Run 1, wire density map:
Bar = 20 um. The die is cut into 20 by 20 equal tiles; black is low, pale yellow is high, scaled to the fullest tile. Values are wire area over tile area, all layers added.
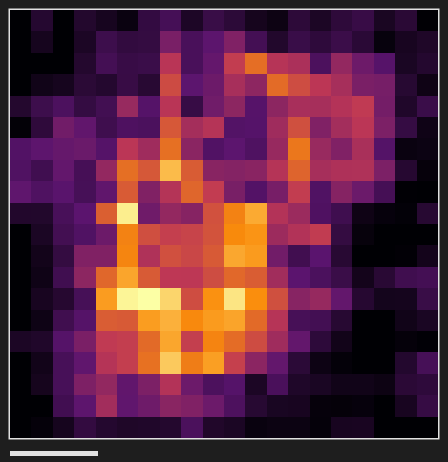
Run 1, M2 wires:
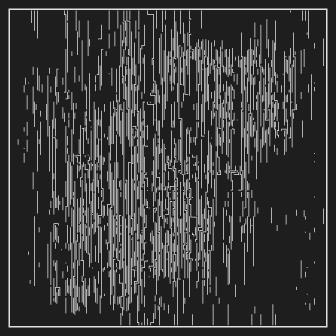
Run 1, cell area per tile:
Bar = 20 um. The die is cut into 10 by 10 equal tiles; black is low, pale yellow is high, 0 to 100% covered.
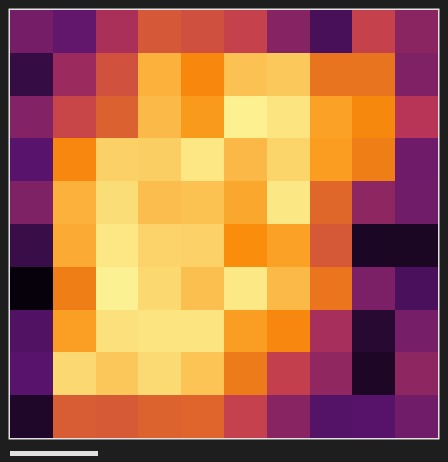
Run 1, routing congestion map:
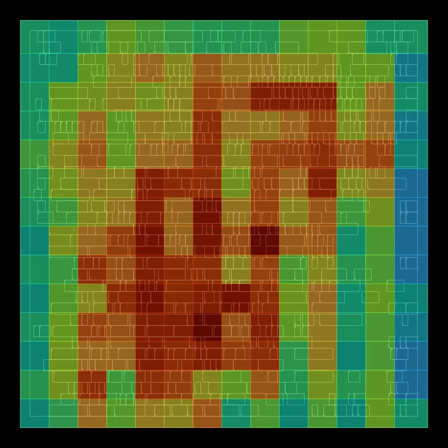
File: config.mk
export PLATFORM = sky130hd
export DESIGN_NAME = ext_rx_packetizer
export DESIGN_NICKNAME = d
export VERILOG_FILES = /design/src/rtl/ext_rx_pkg.sv /design/src/rtl/ext_rx_packetizer_byte_fifo.sv /design/src/rtl/ext_rx_packetizer.sv
export SDC_FILE = /design/constraint.sdc
export NUM_CORES = 1
export LEC_CHECK = 0
export ABC_AREA = 1
export ABC_CLOCK_PERIOD_IN_PS = 2000
export CORE_MARGIN = 2
export CORE_UTILIZATION = 48
export DETAILED_ROUTE_END_ITERATION = 16
export GPL_TIMING_DRIVEN = 0
export PLACE_DENSITY = 0.77
export SETUP_SLACK_MARGIN = 0.4
export SLEW_MARGIN = 10
export SYNTH_ARGS = -nofsm -noshare
export SYNTH_HDL_FRONTEND = slang
export SYNTH_HIERARCHICAL = 1
export SYNTH_SLANG_ARGS = --single-unit
File: constraint.sdc
create_clock -name clk -period 2 [get_ports clk]
set_clock_uncertainty 0.1 [all_clocks]
set_input_delay 0.4 -clock clk [delete_from_list [all_inputs] [get_ports clk]]
set_output_delay 0.4 -clock clk [all_outputs]
set_load 0.05 [all_outputs]
File: src/rtl/ext_rx_pkg.sv
// ext_rx_pkg
// Shared types and constants for the external-board RX packetizer.
//   ext_rx_state_t : framing FSM states (IDLE, WAIT2, HOLD)
//   PKT_LEN1/2     : encodings of the pkt_len2 output
//   PKT_PAD_BYTE   : value reported in pkt_byte2 for single-byte packets
package ext_rx_pkg;

    typedef enum logic [1:0] {
        IDLE  = 2'd0,
        WAIT2 = 2'd1,
        HOLD  = 2'd2
    } ext_rx_state_t;

    localparam logic       PKT_LEN1     = 1'b0;
    localparam logic       PKT_LEN2     = 1'b1;
    localparam logic [7:0] PKT_PAD_BYTE = 8'h00;

endpackage

File: src/rtl/ext_rx_packetizer_byte_fifo.sv
// byte_fifo
// Small show-ahead FIFO used for the forward byte stream.
//   clk, rst_n  : clock, asynchronous active-low reset (empties the FIFO)
//   push, push_data : write request and data; accepted when not full or
//                     when a pop happens in the same cycle
//   pop         : remove head; ignored when empty
//   head        : current head entry, 0 while empty
//   empty, full : occupancy flags
module byte_fifo
    import ext_rx_pkg::*;
#(
    parameter int DEPTH = 4,
    parameter int WIDTH = 8
) (
    input  logic             clk,
    input  logic             rst_n,
    input  logic             push,
    input  logic [WIDTH-1:0] push_data,
    input  logic             pop,
    output logic [WIDTH-1:0] head,
    output logic             empty,
    output logic             full
);

    localparam int AW = $clog2(DEPTH);
    localparam logic [AW:0] DEPTH_L = (AW+1)'(DEPTH);

    // Pointers carry one extra bit so full and empty are distinguishable.
    logic [AW:0]      wr_q, wr_d;
    logic [AW:0]      rd_q, rd_d;
    logic [WIDTH-1:0] mem_q [DEPTH];
    logic [WIDTH-1:0] mem_d [DEPTH];
    logic [AW:0]      count;
    logic             pop_ok;
    logic             push_ok;

    assign count   = wr_q - rd_q;
    assign empty   = (wr_q == rd_q);
    assign full    = (count == DEPTH_L);
    assign pop_ok  = pop && !empty;
    // A pop in the same cycle frees a slot, so a push at full still fits.
    assign push_ok = push && (!full || pop_ok);
    assign head    = empty ? '0 : mem_q[rd_q[AW-1:0]];

    always_comb begin
        wr_d  = wr_q;
        rd_d  = rd_q;
        mem_d = mem_q;
        if (push_ok) begin
            mem_d[wr_q[AW-1:0]] = push_data;
            wr_d = wr_q + 1'b1;
        end
        if (pop_ok) begin
            rd_d = rd_q + 1'b1;
        end
    end

    always_ff @(posedge clk or negedge rst_n) begin
        if (!rst_n) begin
            wr_q <= '0;
            rd_q <= '0;
            for (int i = 0; i < DEPTH; i++) begin
                mem_q[i] <= '0;
            end
        end else begin
            wr_q  <= wr_d;
            rd_q  <= rd_d;
            mem_q <= mem_d;
        end
    end

endmodule

File: src/rtl/ext_rx_packetizer.sv
// ext_rx_packetizer
// Receive-side framing stage behind the external-board UART RX.
// Every received byte goes into a forward FIFO; in parallel a framing FSM
// builds one- or two-byte packets (second byte or inter-byte timeout closes
// a packet) and holds them until the routing FSM acknowledges.
//
// Handshakes: a transfer happens in any cycle where valid && ready are both
// high at the rising clock edge; valid and the payload stay stable until then.
//
// Ports:
//   clk, rst_n          : clock, asynchronous active-low reset
//   rx_dv, rx_byte      : one-cycle received-byte strobe and data
//   fwd_valid/byte/ready: show-ahead forward stream
//   fwd_ovf, ovf_clr    : sticky FIFO overflow flag and its clear
//   pkt_valid/len2/byte1/byte2/ready : framed packet and handshake
//   pkt_count, pkt_drop_count        : statistics
//
// Build option: define EXT_RX_PKT_STATS_EN to include the statistics
// counters; without it pkt_count and pkt_drop_count are tied to 0.
module ext_rx_packetizer
    import ext_rx_pkg::*;
#(
    parameter int CLK_FREQ_HZ    = 25_000_000,
    parameter int TIMEOUT_CYCLES = CLK_FREQ_HZ / 1000,
    parameter int FWD_DEPTH      = 4
) (
    input  logic        clk,
    input  logic        rst_n,
    input  logic        rx_dv,
    input  logic [7:0]  rx_byte,
    output logic        fwd_valid,
    output logic [7:0]  fwd_byte,
    input  logic        fwd_ready,
    output logic        fwd_ovf,
    input  logic        ovf_clr,
    output logic        pkt_valid,
    output logic        pkt_len2,
    output logic [7:0]  pkt_byte1,
    output logic [7:0]  pkt_byte2,
    input  logic        pkt_ready,
    output logic [15:0] pkt_count,
    output logic [15:0] pkt_drop_count
);

    localparam int CW = $clog2(TIMEOUT_CYCLES);
    localparam logic [CW-1:0] TIMEOUT_LAST = CW'(TIMEOUT_CYCLES - 1);

    // ---------------- forward path ----------------
    logic fifo_empty;
    logic fifo_full;
    logic ovf_q, ovf_d;

    byte_fifo #(
        .DEPTH (FWD_DEPTH),
        .WIDTH (8)
    ) u_fwd_fifo (
        .clk       (clk),
        .rst_n     (rst_n),
        .push      (rx_dv),
        .push_data (rx_byte),
        .pop       (fwd_ready),
        .head      (fwd_byte),
        .empty     (fifo_empty),
        .full      (fifo_full)
    );

    assign fwd_valid = !fifo_empty;

    // Full implies non-empty, so a ready consumer always makes room.
    always_comb begin
        ovf_d = ovf_q;
        if (ovf_clr) begin
            ovf_d = 1'b0;
        end
        if (rx_dv && fifo_full && !fwd_ready) begin
            ovf_d = 1'b1;
        end
    end

    always_ff @(posedge clk or negedge rst_n) begin
        if (!rst_n) begin
            ovf_q <= 1'b0;
        end else begin
            ovf_q <= ovf_d;
        end
    end

    assign fwd_ovf = ovf_q;

    // ---------------- framing FSM ----------------
    ext_rx_state_t state_q, state_d;
    logic [CW-1:0] cnt_q, cnt_d;
    logic [7:0]    byte1_q, byte1_d;
    logic [7:0]    byte2_q, byte2_d;
    logic          len2_q, len2_d;
    logic          pkt_hs;

    assign pkt_hs = (state_q == HOLD) && pkt_ready;

    always_comb begin
        state_d = state_q;
        cnt_d   = cnt_q;
        byte1_d = byte1_q;
        byte2_d = byte2_q;
        len2_d  = len2_q;
        case (state_q)
            IDLE: begin
                if (rx_dv) begin
                    byte1_d = rx_byte;
                    cnt_d   = '0;
                    state_d = WAIT2;
                end
            end
            WAIT2: begin
                // A byte arriving on the timeout cycle still completes the pair.
                if (rx_dv) begin
                    byte2_d = rx_byte;
                    len2_d  = PKT_LEN2;
                    state_d = HOLD;
                end else if (cnt_q == TIMEOUT_LAST) begin
                    byte2_d = PKT_PAD_BYTE;
                    len2_d  = PKT_LEN1;
                    state_d = HOLD;
                end else begin
                    cnt_d = cnt_q + 1'b1;
                end
            end
            HOLD: begin
                if (pkt_hs) begin
                    if (rx_dv) begin
                        byte1_d = rx_byte;
                        cnt_d   = '0;
                        state_d = WAIT2;
                    end else begin
                        state_d = IDLE;
                    end
                end
            end
            default: begin
                state_d = IDLE;
            end
        endcase
    end

    always_ff @(posedge clk or negedge rst_n) begin
        if (!rst_n) begin
            state_q <= IDLE;
            cnt_q   <= '0;
            byte1_q <= '0;
            byte2_q <= '0;
            len2_q  <= 1'b0;
        end else begin
            state_q <= state_d;
            cnt_q   <= cnt_d;
            byte1_q <= byte1_d;
            byte2_q <= byte2_d;
            len2_q  <= len2_d;
        end
    end

    assign pkt_valid = (state_q == HOLD);
    assign pkt_len2  = len2_q;
    assign pkt_byte1 = byte1_q;
    assign pkt_byte2 = byte2_q;

    // ---------------- statistics ----------------
`ifdef EXT_RX_PKT_STATS_EN
    logic [15:0] pkt_cnt_q, pkt_cnt_d;
    logic [15:0] drop_cnt_q, drop_cnt_d;

    always_comb begin
        pkt_cnt_d  = pkt_cnt_q;
        drop_cnt_d = drop_cnt_q;
        if (pkt_hs) begin
            pkt_cnt_d = pkt_cnt_q + 16'd1;
        end
        // Byte seen while a packet is still waiting: forwarded, not framed.
        if ((state_q == HOLD) && !pkt_ready && rx_dv) begin
            drop_cnt_d = drop_cnt_q + 16'd1;
        end
    end

    always_ff @(posedge clk or negedge rst_n) begin
        if (!rst_n) begin
            pkt_cnt_q  <= '0;
            drop_cnt_q <= '0;
        end else begin
            pkt_cnt_q  <= pkt_cnt_d;
            drop_cnt_q <= drop_cnt_d;
        end
    end

    assign pkt_count      = pkt_cnt_q;
    assign pkt_drop_count = drop_cnt_q;
`else
    assign pkt_count      = '0;
    assign pkt_drop_count = '0;
`endif

endmodule

==> CHANGELOG.md, run 1 <==
### Changed

- Final instance area: between 5000 and 6000 um2
- Met2 usage: around 39%
- Routability congestion estimate: 0.865
- Overall Power: slightly above 0.01 W
- WL met3: 1010 um
- PortBufs: between 40 and 50
- Die X-Extent: 97.6 um
- Syn-to-layout area delta: 40.2%
- Final #Nets: ~670
- Max VDD drop: ~0.0011 V
- Clk ins delay skew pair: approximately 0.34 ns
- Yosys Chip Area: ~4200 um2
- Adder share: roughly 2.4%
- Fillers: approximately 650
- Final setup viols: roughly 44
- Critical path class: flip-flop to flip-flop
- Die Height: ~100 um
- Htree depth: 3
- Critical path startpoint: u_fwd_fifo/rd_q[1]$_DFFE_PN0P_
- Post-route setup TNS: -9.14 ns
- Worst hold start: pkt_byte2[5]$_DFFE_PN0P_
- Routed wl met2: 5960 um
- DR iter-0 viols: about 450
- Worst Setup Slack, final: -0.294 ns
- Largest register by flop count: u_fwd_fifo/mem_q
- Layer with the highest usage: met2
- Drt drc: 0
- Layout Utilization: a little under 70%
- Max Cap Viol: 0
- Async SR Flop Fraction: 100%
- Crit path max-delay family: buffers and inverters
- Largest net degree at the start of global routing: roughly 57
- Clk sinks: around 73
- AO/OA Area Share: about 3.6%
- Total GRT Usage: around a quarter
- CTS tree: built
- CTS Hold Bufs: 1
- Most common logic cells in the final layout: nand2_1, dfrtp_1, nor2_1, buf_4, nand4_1
- Placed instance area: around 5100 um2
- Initial antenna violation count: 0
- Tool warnings: 32
- Failing checks: negative setup slack
- Tally of non-filler cells in the final layout: about 760
- Worst Setup EP: u_fwd_fifo/mem_q[5]$_DFFE_PN0P_
- FF-to-FF setup slack: -0.29 ns
- Tmin final: about 2.3 ns
- Tcrit/Tclk final: 115%
- Layout cells sized above 1: approximately 33%
- Diode count: 0
- Yosys warning count: 6
- Worst-path clk slew: about 0.080 ns
- Dpl cells: slightly above 700
- Crit start category: flip-flop
- Crit. path cell count: 14
- Worst reg2reg path depth: 14
- Max Fanout on Critical Path: 8
- Hold_ws: ~0.37 ns
- Leak Pwr: a little under 3 nW
- CP endpoint kind: flip-flop
- Multiplexer share of the synthesized area: about 2.1%
- Max Buffers Root-to-Sink: 2
- Hold path depth: 2
- Number of CTS-inserted buffers: 9
- Cell taking the most area after synthesis: dfrtp_1
- RSZ-0062 raised after global routing: true
- Die ar.: 9530 um2
- Via density: ~5.5
- # Cells Yosys: approximately 530
- Synth Instances: around 530
- Status: finished, violations left
- Top flop regs: u_fwd_fifo/mem_q x32, cnt_q x15
- AND/OR/NAND/NOR Cells, Area Fraction: ~34%
- Start of the worst register-to-register path: u_fwd_fifo/rd_q[1]$_DFFE_PN0P_
- Buf/Inv on CP: 7
- Setup bufs post-CTS: 12
- Most common cell in the netlist: nand2_1
- FF-to-FF End: u_fwd_fifo/mem_q[5]$_DFFE_PN0P_
- Mapped Area: between 4000 and 5000 um2
- Flip-flop count of the largest register after layout: 32
- CP max stage cell: dfrtp_1
- Seq/Total Area, Yosys: around 43%
- Vias in the first global route: about 3900
- F_max: 0.436 GHz
- Hold path endpoint: pkt_byte2[5]$_DFFE_PN0P_
- Dominant logic cell type in the layout: nand2_1
- DRT Wirelength: about 13000 um
- Type of the worst min-delay path: flip-flop to flip-flop
- Critical Path RT: around 2.1 ns
- Post-CTS Resized: about 160
-- 'wire density map' (at the start) --
emptiest ninth of the die	south-east
mean over tiles	0.22
tiles over half the peak	19%
densest ninth of the die	center

-- 'M2 wires' (at the start) --
longest straight run	48.3 um
main direction	vertical
share of all routed wire	48%

-- 'cell area per tile' (at the start) --
nearly empty tiles	1.0%
fullest tile	97%
densest ninth of the die	center
emptiest ninth of the die	south-east

-- 'routing congestion map' (at the start) --
drt wl/cell: 16.5 um
met3 usage: 4.03%
met1 Use GR: 33.2%

[run 1: where the power goes]
part           internal (W)  switching [W]
clock              0.000806       0.000551
sequential          0.00204       0.000403
combinational       0.00253        0.00407
[run 1: layout make-up]
cell class | count | area share, %
flip-flops and latches | 73 | 31.0
clock inverters | 4 | 1.25
repair inverters | 1 | 0.148
inverters | 34 | 2.65
clock buffers | 12 | 2.80
well taps | 108 | 2.29
plain buffers | 52 | 8.01
repair buffers | 70 | 12.8
multi-input cells | 404 | 39.0
[run 1: logic make-up after synthesis]
kind of cell,Yosys count
DFF,73
and+or+nand+nor,319
AOI/OAI and AO/OA,30
other,1
adders and majority gates,8
xor gates and xnor gates,5
buffers and inverters,86
muxes,8
## Run 2: what changed since run 1
CAP_MARGIN = 20   (was not set)
GPL_ROUTABILITY_DRIVEN = 1   (was not set)
Run 2, M2 wires:
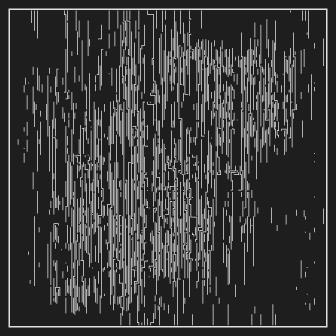
share of all routed wire	48%
wire length on this layer	5960 um
longest straight run	48.3 um
nets with wire on the layer	554
main direction	vertical

Run 2, routing congestion map:
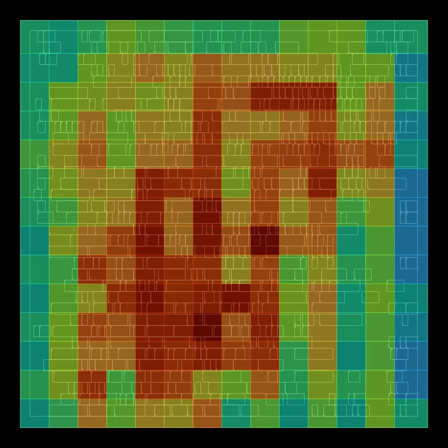
Total GRT Usage: 25.2%
Layout Utilization: 68.7%
layer with the highest usage: met2
met2 usage: 39.3%

==> run 2 against run 1 <==
The flow still finishes with violations (negative setup slack); worst setup slack unchanged; total power unchanged; cell count unchanged; critical path depth unchanged; clock power about the same; count of clock-buffer cells in the layout unchanged.
==> CHANGELOG.md, run 2 <==
### Changed

- WL met3: approximately 1000 um
- Die X-Extent: 97.6 um
- Final setup viols: around 44
- Invs w/o clock: 35
- Dpl cells: 711
- Clock Power: approximately 0.0014 W
- Dominant logic cell type in the layout: nand2_1
- Failing checks: negative setup slack
- Htree depth: 3
- Async SR Flop Fraction: 100%
- Synth Instances: between 500 and 600
- Crit start category: flip-flop
- Overall Power: approximately 0.010 W
- Vias in the first global route: approximately 3900
- Worst hold start: pkt_byte2[5]$_DFFE_PN0P_
- F_max: roughly 0.44 GHz
- Yosys warning count: 6
- Comb area share: between 30% and 40%
- Nonclk buf count: 122
- Status: finished, violations left
- RSZ-0062 raised after global routing: true
- FF-to-FF setup slack: -0.29 ns
- Worst Setup Slack, final: -0.294 ns
- # Cells Yosys: around 530
- Tally of non-filler cells in the final layout: 758
- Critical Path RT: 2.12 ns
- Critical path class: flip-flop to flip-flop
- Final #Nets: between 600 and 700
- Drt wl/cell: between 15 and 20 um
- Initial antenna violation count: 0
- Worst reg2reg path depth: 14
- Routed wl met2: approximately 6000 um
- Max Buffers Root-to-Sink: 2
- Start of the worst register-to-register path: u_fwd_fifo/rd_q[1]$_DFFE_PN0P_
- CTS tree: built
- Buf/Inv on CP: 7
- Number of clock buffers in the layout: 12
- PortBufs: a little over 40
- Tapcell Cnt: between 100 and 150
- Die Height: around 98 um
- Net Sw Frac: slightly below 50%
- Seq/total area: 31.0%
- Routability congestion estimate: 0.865
- Clk ins delay skew pair: 0.34 ns
- Tmin final: approximately 2.3 ns
- Hold_ws: approximately 0.37 ns
[run 2: cell counts in the layout (fill, tap and decap cells not counted)]
Identical to the previous run, type by type.
[run 2: cell families (layout without fill, tap and decap cells)]
kind of cell | after synthesis | in the layout | share of synthesized area [%]
and+or+nand+nor | 319 | 321 | 34.0
buffers and inverters | 86 | 173 | 13.3
DFF | 73 | 73 | 43.4
AOI/OAI and AO/OA | 30 | 30 | 3.60
adders and majority gates | 8 | 8 | 2.38
muxes | 8 | 8 | 2.14
xor gates and xnor gates | 5 | 5 | 1.04
other | 1 | 32 | 0.0891
[run 2: per-layer routing]
layer  GRT usage (%)  vias to the layer above
li1                -                     1892
met1            33.2                     1974
met2            39.3                      253
met3            4.03                       59
met4            14.5                        0
met5               0                        -
## Run 3: what changed since run 2
HOLD_SLACK_MARGIN = 0.02   (was not set)
MAX_ROUTING_LAYER = met4   (was not set)
Run 3, M2 wires:
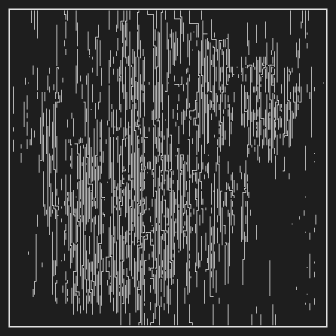
nets with wire on the layer	561
wire length on this layer	5790 um

Run 3, met1 routing:
Bar = 20 um.
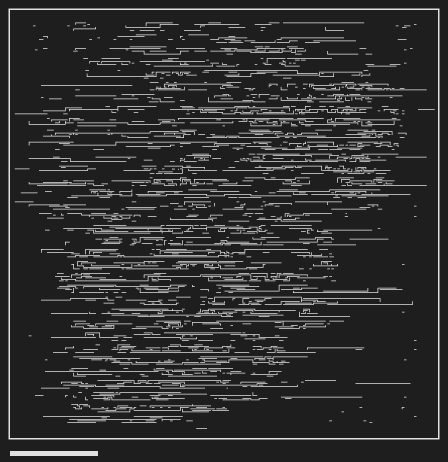
share of all routed wire	41%
longest straight run	26.2 um

==> run 3 against run 2 <==
The flow still finishes with violations (negative setup slack); sequential cell count unchanged; synthesized area unchanged; wire length down 3.2%; worst setup slack worse by 0.011 ns; register-to-register slack better by 0.04 ns; cell area decreased by 1.9%; synthesized cell count unchanged; combinational power decreased by 4.2%; sequential share of layout area rose by 0.63 points; highest routed layer unchanged.
==> CHANGELOG.md, run 3 <==
### Changed

- Yosys Chip Area: 4210 um2
- Number of clock buffers in the layout: 10
- Layout Utilization: slightly below 70%
- DRT Wirelength: ~12000 um
- Dpl cells: roughly 710
- Sequential share of power: 23.7%
- Status: finished, violations left
- Max Buffers Root-to-Sink: 2
- Tally of non-filler cells in the final layout: ~760
- Clk ins delay skew pair: roughly 0.36 ns
- Nonclk buf count: 122
- Layer with the highest usage: met2
- AO/OA Area Share: around 3.6%
- Max Cap Viol: 0
- Cell internal pwr: approximately 0.0053 W
- Drt drc: 0
- Routability congestion estimate: 0.890
- WL met3: 925 um
- Net Sw Frac: between 40% and 50%
- Clock network power share: 14.3%
- PortBufs: 41
- Mapped Area: 4210 um2
- Most common cell in the netlist: nand2_1
- Comb group: roughly 0.0063 W
- Syn-to-layout area delta: 37.5%
- Seq/Total Area, Yosys: a little over two fifths
- Type of the worst min-delay path: input port to async pin
- Critical path class: flip-flop to output pin
- CTS tree: built
- Signal buf overhead: between 10% and 20%
- Total GRT Usage: a little under a quarter
- Largest register by flop count: u_fwd_fifo/mem_q
- Overall Power: between 0.01 and 0.015 W
- Crit path max-delay family: buffers and inverters
- Met1 Use GR: a little under a third
- Initial antenna violation count: 0
- Yosys warning count: 6
- Top flop regs: u_fwd_fifo/mem_q x32, cnt_q x15
- Seq/total area: a little under a third
- Flip-flop count of the largest register after layout: 32
- ClkCell Share: 4.34%
- Critical Path RT: ~1.5 ns
- Synth Instances: roughly 530
- F_max: around 0.43 GHz
- Tmin final: between 2 and 2.5 ns
- Max VDD drop: roughly 0.0011 V
- Layout cells sized above 1: between 30% and 40%
- Vias in the first global route: between 3000 and 4000
- Die ar.: ~9500 um2
- DR iter-0 viols: between 300 and 400
- Clk sinks: 73
- Via density: between 5 and 6
- Die Height: between 90 and 100 um
- Crit start category: flip-flop
- Tapcell Cnt: 108
- Diode count: 0
- Flop count: between 70 and 80
- Largest net degree at the start of global routing: between 60 and 70
- Max Fanout on Critical Path: 5
- Main kind of combinational logic by area: simple AND/OR/NAND/NOR gates
- Pwr top: combinational cells
- Comb area share: about two fifths
- Dominant logic cell type in the layout: nand2_1
- Final setup viols: 44
- Failing checks: negative setup slack
- Routed wl met2: 5790 um
- Dominant kind of cell: combinational gates
- Multiplexer share of the synthesized area: about 2.1%
- Drt wl/cell: ~16 um
- Mi-comb count: between 400 and 500
- Fillers: between 600 and 700
- Final instance area: between 5000 and 6000 um2
- Buf/Inv on CP: 5
- Tool warnings: 32
- Async SR Flop Fraction: 100%
- Worst Setup Slack, final: -0.306 ns
- Placed instance area: about 5100 um2
- Htree depth: 3
- P_seq: about 0.0024 W
- RSZ-0062 raised after global routing: true
- Met3 usage: 5.11%
- Worst-path clk slew: approximately 0.080 ns
run 3: cell counts after synthesis:
Identical to the previous run, type by type.
run 3: final timing paths:
kind	slack [ns]	cells past startpoint	from	endpoint
worst max-delay path	-0.31	9	u_fwd_fifo/rd_q[1]$_DFFE_PN0P_	fwd_byte[1]
worst min register to register	0.37	2	pkt_len2$_DFFE_PN0P_	pkt_len2$_DFFE_PN0P_
max in group asynchronous	0.87	3	rst_n	cnt_q[11]$_DFFE_PN0P_
min in group clk	0.36	3	rx_dv	fwd_ovf$_DFFE_PN0P_
worst min-delay path	0.34	2	rst_n	u_fwd_fifo/mem_q[6]$_DFFE_PN0P_
worst max register to register	-0.25	14	u_fwd_fifo/rd_q[1]$_DFFE_PN0P_	u_fwd_fifo/mem_q[3]$_DFFE_PN0P_
Power is estimated from default activity; no workload was simulated.
